### config.mk
export PLATFORM = sky130hd
export DESIGN_NAME = mc_control_fsm
export DESIGN_NICKNAME = d
export VERILOG_FILES = /design/src/rtl/mc_pkg.sv /design/src/rtl/mc_mem_timer.sv /design/src/rtl/mc_control_fsm.sv
export SDC_FILE = /design/constraint.sdc
export NUM_CORES = 1
export LEC_CHECK = 0
export ABC_CLOCK_PERIOD_IN_PS = 2550
export CORE_UTILIZATION = 45
export CTS_CLUSTER_SIZE = 20
export DETAILED_ROUTE_END_ITERATION = 10
export GPL_TIMING_DRIVEN = 0
export PLACE_DENSITY = 0.74
export SETUP_SLACK_MARGIN = 0.1
export SYNTH_ARGS = -nofsm -noshare
export SYNTH_HDL_FRONTEND = slang
export SYNTH_HIERARCHICAL = 1
export SYNTH_SLANG_ARGS = --single-unit
### constraint.sdc
create_clock -name clk -period 2.55 [get_ports clk]
set_input_delay 0.3825 -clock clk [delete_from_list [all_inputs] [get_ports clk]]
set_output_delay 0.3825 -clock clk [all_outputs]
set_load 0.02 [all_outputs]
### src/rtl/mc_pkg.sv
// Shared opcode values, state encodings and datapath mux-select constants
// for the multi-cycle control sequencer.
package mc_pkg;

    localparam logic [2:0] OP_LW  = 3'd0;
    localparam logic [2:0] OP_SW  = 3'd1;
    localparam logic [2:0] OP_BEQ = 3'd2;
    localparam logic [2:0] OP_BLT = 3'd3;
    localparam logic [2:0] OP_ADD = 3'd4;
    localparam logic [2:0] OP_SUB = 3'd5;
    localparam logic [2:0] OP_AND = 3'd6;
    localparam logic [2:0] OP_OR  = 3'd7;

    typedef enum logic [2:0] {
        ST_IDLE   = 3'd0,
        ST_FETCH  = 3'd1,
        ST_DECODE = 3'd2,
        ST_EXEC   = 3'd3,
        ST_MEM    = 3'd4,
        ST_WB     = 3'd5,
        ST_ERROR  = 3'd6
    } state_e;

    localparam logic PC_SEL_INC    = 1'b0;
    localparam logic PC_SEL_BRANCH = 1'b1;
    localparam logic WB_SEL_ALU    = 1'b0;
    localparam logic WB_SEL_MEM    = 1'b1;
    localparam logic ADDR_SEL_PC   = 1'b0;
    localparam logic ADDR_SEL_ALU  = 1'b1;

    // Register-register ALU ops occupy the upper half of the opcode space.
    function automatic logic is_alu_op(input logic [2:0] op);
        return op[2];
    endfunction

    function automatic logic is_branch_op(input logic [2:0] op);
        return (op == OP_BEQ) || (op == OP_BLT);
    endfunction

endpackage

### src/rtl/mc_mem_timer.sv
// Memory wait timer: counts consecutive stalled request cycles and flags a
// timeout on the MEM_TIMEOUT-th stalled cycle.
module mc_mem_timer #(
    parameter int MEM_TIMEOUT = 16
) (
    input  logic clk,
    input  logic resetN,
    input  logic active,
    input  logic memReady,
    output logic timeout
);

    localparam int TW = $clog2(MEM_TIMEOUT + 1);

    logic [TW-1:0] count_q;
    logic [TW-1:0] count_d;

    // A completing memReady clears the count and suppresses the timeout in the same cycle.
    always_comb begin
        count_d = '0;
        timeout = 1'b0;
        if (active && !memReady) begin
            count_d = count_q + 1'b1;
            if (count_q == TW'(MEM_TIMEOUT - 1)) begin
                timeout = 1'b1;
            end
        end
    end

    always_ff @(posedge clk) begin
        if (!resetN) begin
            count_q <= '0;
        end else begin
            count_q <= count_d;
        end
    end

endmodule

### src/rtl/mc_control_fsm.sv
// Multi-cycle fetch/decode/execute/mem/writeback sequencer with memory
// timeout detection and a retired-instruction counter.
//
//  state  | meaning
//  IDLE   | parked, waiting for run
//  FETCH  | instruction read from PC; IR and PC+4 loaded on memReady
//  DECODE | regfile outputs latched into A/B, opcode captured
//  EXEC   | ALU op, branch resolve, or address calculation
//  MEM    | data read (LW) or write (SW) at ALUOut
//  WB     | regfile write from ALUOut or memory data
//  ERROR  | memory timeout; left only by reset
module mc_control_fsm
    import mc_pkg::*;
#(
    parameter int MEM_TIMEOUT = 16,
    parameter int CNT_W       = 32
) (
    input  logic             clk,
    input  logic             resetN,
    input  logic             run,
    input  logic [2:0]       opcode,
    input  logic             updatePC,
    input  logic             memReady,
    output logic             memRead,
    output logic             memWrite,
    output logic             memAddrSel,
    output logic             irWrite,
    output logic             abWrite,
    output logic [2:0]       aluOpcode,
    output logic             aluSrcBSel,
    output logic             aluOutWrite,
    output logic             pcWrite,
    output logic             pcSel,
    output logic             regWrite,
    output logic             wbSel,
    output logic             busError,
    output logic [CNT_W-1:0] retired,
    output logic [2:0]       state
);

    state_e           state_q, state_d;
    logic [2:0]       op_q, op_d;
    logic [CNT_W-1:0] retired_q, retired_d;
    logic             busError_q, busError_d;
    logic             timer_active;
    logic             timeout;
    logic             retire;

    assign timer_active = (state_q == ST_FETCH) || (state_q == ST_MEM);

    mc_mem_timer #(
        .MEM_TIMEOUT(MEM_TIMEOUT)
    ) u_mem_timer (
        .clk     (clk),
        .resetN  (resetN),
        .active  (timer_active),
        .memReady(memReady),
        .timeout (timeout)
    );

    always_ff @(posedge clk) begin
        if (!resetN) begin
            state_q    <= ST_IDLE;
            op_q       <= '0;
            retired_q  <= '0;
            busError_q <= 1'b0;
        end else begin
            state_q    <= state_d;
            op_q       <= op_d;
            retired_q  <= retired_d;
            busError_q <= busError_d;
        end
    end

    always_comb begin
        state_d     = state_q;
        op_d        = op_q;
        retired_d   = retired_q;
        busError_d  = busError_q;
        retire      = 1'b0;
        memRead     = 1'b0;
        memWrite    = 1'b0;
        memAddrSel  = ADDR_SEL_PC;
        irWrite     = 1'b0;
        abWrite     = 1'b0;
        aluOpcode   = 3'd0;
        aluSrcBSel  = 1'b0;
        aluOutWrite = 1'b0;
        pcWrite     = 1'b0;
        pcSel       = PC_SEL_INC;
        regWrite    = 1'b0;
        wbSel       = WB_SEL_ALU;

        case (state_q)
            ST_IDLE: begin
                if (run) state_d = ST_FETCH;
            end
            ST_FETCH: begin
                memRead    = 1'b1;
                memAddrSel = ADDR_SEL_PC;
                if (memReady) begin
                    irWrite = 1'b1;
                    pcWrite = 1'b1;
                    pcSel   = PC_SEL_INC;
                    state_d = ST_DECODE;
                end else if (timeout) begin
                    state_d = ST_ERROR;
                end
            end
            ST_DECODE: begin
                abWrite = 1'b1;
                op_d    = opcode;
                state_d = ST_EXEC;
            end
            ST_EXEC: begin
                if (is_alu_op(op_q)) begin
                    aluOpcode   = op_q;
                    aluOutWrite = 1'b1;
                    state_d     = ST_WB;
                end else if (is_branch_op(op_q)) begin
                    aluOpcode = op_q;
                    if (updatePC) begin
                        pcWrite = 1'b1;
                        pcSel   = PC_SEL_BRANCH;
                    end
                    retire = 1'b1;
                end else begin
                    // Loads and stores use the ALU to form base + immediate.
                    aluOpcode   = OP_ADD;
                    aluSrcBSel  = 1'b1;
                    aluOutWrite = 1'b1;
                    state_d     = ST_MEM;
                end
            end
            ST_MEM: begin
                memAddrSel = ADDR_SEL_ALU;
                if (op_q == OP_LW) memRead  = 1'b1;
                else               memWrite = 1'b1;
                if (memReady) begin
                    if (op_q == OP_LW) state_d = ST_WB;
                    else               retire  = 1'b1;
                end else if (timeout) begin
                    state_d = ST_ERROR;
                end
            end
            ST_WB: begin
                regWrite = 1'b1;
                wbSel    = (op_q == OP_LW) ? WB_SEL_MEM : WB_SEL_ALU;
                retire   = 1'b1;
            end
            ST_ERROR: begin
            end
            default: begin
                state_d = ST_IDLE;
            end
        endcase

        if (retire) begin
            retired_d = retired_q + 1'b1;
            state_d   = run ? ST_FETCH : ST_IDLE;
        end

        if (timeout) busError_d = 1'b1;
    end

    assign busError = busError_q;
    assign retired  = retired_q;
    assign state    = state_q;

endmodule

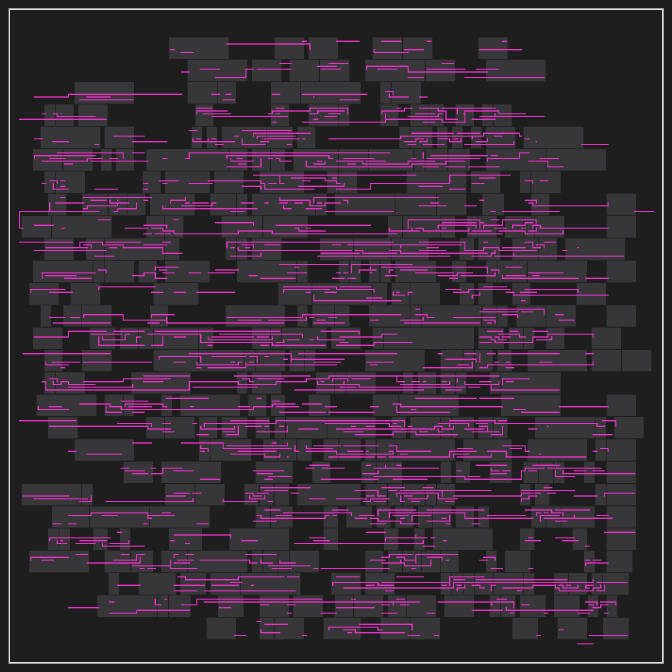
**Above:** signal wires on met1.
Cells faint in the background.
longest straight run = 26.2 um
main direction = horizontal
wire length on this layer = 3160 um
nets with wire on the layer = 355
share of all routed wire = 47%

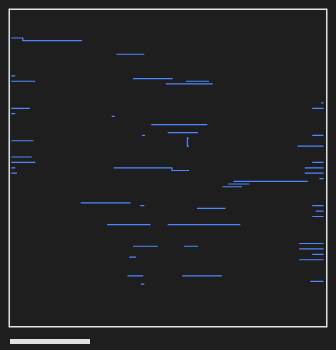
**Above:** the metal 3 layer.
Bar = 20 um.
wire length on this layer = 278 um
longest straight run = 18.4 um
main direction = horizontal
nets with wire on the layer = 42
WL final: 6670 um
via count: 2564
grt met3 use: 3.31%

==> metrics.cfg <==
[run_status]
status=completed

[finish]
nNetsFinal=389
bufAreaShareNonClock_pct=19.1
mi_logic_area_um2=1690
clk_share_pct=3.49
logic_gate_count=241
seqCellArea_um2=882
stdcell_count=451
num_antenna_cells=0

[clock_network]
cts_tree=yes
ctsResizeCount=11
clock_sinks=44
cts_setup_buffers=0
holdBufCountCts=0
ctsHtreeMaxLevel=2
clkSlewWorstSetupHoldPaths_ns=0.09
clock_path_buffers=2

[worst_setup_path]
path_buffers=2
reg2reg_from=state[0]$_SDFFE_PN0P_
path_depth=4
crit_arrival_ns=1.97
end_kind=output pin
path_cells=clkbuf_2 > nand2b_1 > nor2_1 > clkdlybuf4s50_1
rr_endpoint=state[0]$_SDFFE_PN0P_
r2r_cells=8
cp-start-kind=flip-flop
path_max_fanout=10
startpoint=state[0]$_SDFFE_PN0P_
max_stage_delay_ns=0.65

[placed_design]
pre_cts_ws_ns=-0.0147
place_area_um2=3360
place_congestion=0.890
place_inst=443

[timing]
finClkSkew_ns=0.0119
max_freq_ghz=0.425
period_minus_slack_ns=2.35
layout_setup_ws_ns=0.200
worst_pin_slew_ns=0.521
tns_ns=0
final_hold_viol_count=0

[yosys]
yosys.area.top_type=dfxtp_1
ys_seq_share_pct=32.6
ff_type=dfxtp_1
ys_cells=314
synth_area_per_cell_um2=8.60
most_common_cell=nand2_1
yosys_area_um2=2700
synth_cell_type_count=48
async_reset_ff_share_pct=0
common_cells=nand2_1 (46), dfxtp_1 (44), nand2b_1 (31)
ys_ff=44
synthesis.nets=325
syn_inst=314

[pwr]
total_power_uw=1430
switching_power_uw=352
ir_drop_mv=0.219
p_leak_uw=0.00123
intPower_uw=1080
clkPwrFrac_pct=39.9
power.density_nw_per_um2=411

[die]
fp_util_pct=47.9
dieArea_um2=6310

[routing]
drt.antenna.violating_nets=0
dr.first_iter.drc_count=232
wl_per_cell_um=14.8
drc=0
first_pass_iters=4
viasPerCell=5.69

[global_route]
grt_pass1_wl_um=10800
antenna_found_initial=0
grt_usage_pct=21.6

[job]
log.warning_count=26

[min_path]
hp-start=u_mem_timer/count_q[0]$_SDFF_PN0_
hold_class=reg2reg

[stage by stage]
stage,utilization [%],hold WS [ns]
detailed placement,59.6,0.445
global placement,59.6,0.431
floorplan,-,0.418
CTS,61.6,0.458
finish,61.7,0.459
global route,61.7,0.473
[cell families after synthesis]
kind of cell	synth area share, %
adder cells (fa/ha/maj)	1.39
flip-flops	32.6
multiplexers	11.1
XOR/XNOR	0.324
AND/OR/NAND/NOR	31.1
AND-OR/OR-AND	18.4
buffers and inverters	5.05
[cells in the final DEF (no fill, tap or decap), types with 2 or more instances in the layout]
cell type        netlist  final
buf_2                  6      6
o21ai_0                9      9
clkbuf_2               1      3
inv_1                  9      9
and2_1                 3      3
dlygate4sd2_1          0      8
a21o_1                 3      3
ha_1                   3      3
nor2b_1                2      2
nand3_1               14     14
clkbuf_1              10      8
a211oi_1               5      5
o211ai_1               2      2
mux2i_1               30     30
dfxtp_1               44     43
clkdlybuf4s50_1        0     49
nor2_1                15     15
nor3_1                 3      3
a21oi_1               16     16
a2111oi_2             13     13
and3_1                 5      5
and4_1                 6      6
buf_6                  2      2
nand2_1               46     46
nand4_2                2      2
nand4_1               10     10
nand2b_1              31     31
clkbuf_8               0      6
[layer usage]
layer | up-vias | part of all wire (%) | global-route usage [%]
met5 | - | 0 | 0
met4 | 0 | 1.6 | 7.64
met3 | 9 | 4.2 | 3.31
met2 | 68 | 47 | 34.6
met1 | 1230 | 47 | 29.1
li1 | 1257 | - | -
[flip-flops by register name, summed over array words and instances (netlist names)]
register             count
busError                 1
u_mem_timer/count_q      5
state                    3
op_q                     3
retired                 32
[power by group through the flow]
stage	Sequential, uW	Combinational (uW)	Clock, uW
CTS	706	151	584
finish	706	152	571
floorplan	724	87.8	0
detailed placement	722	153	0
global route	708	166	615
global placement	721	150	0
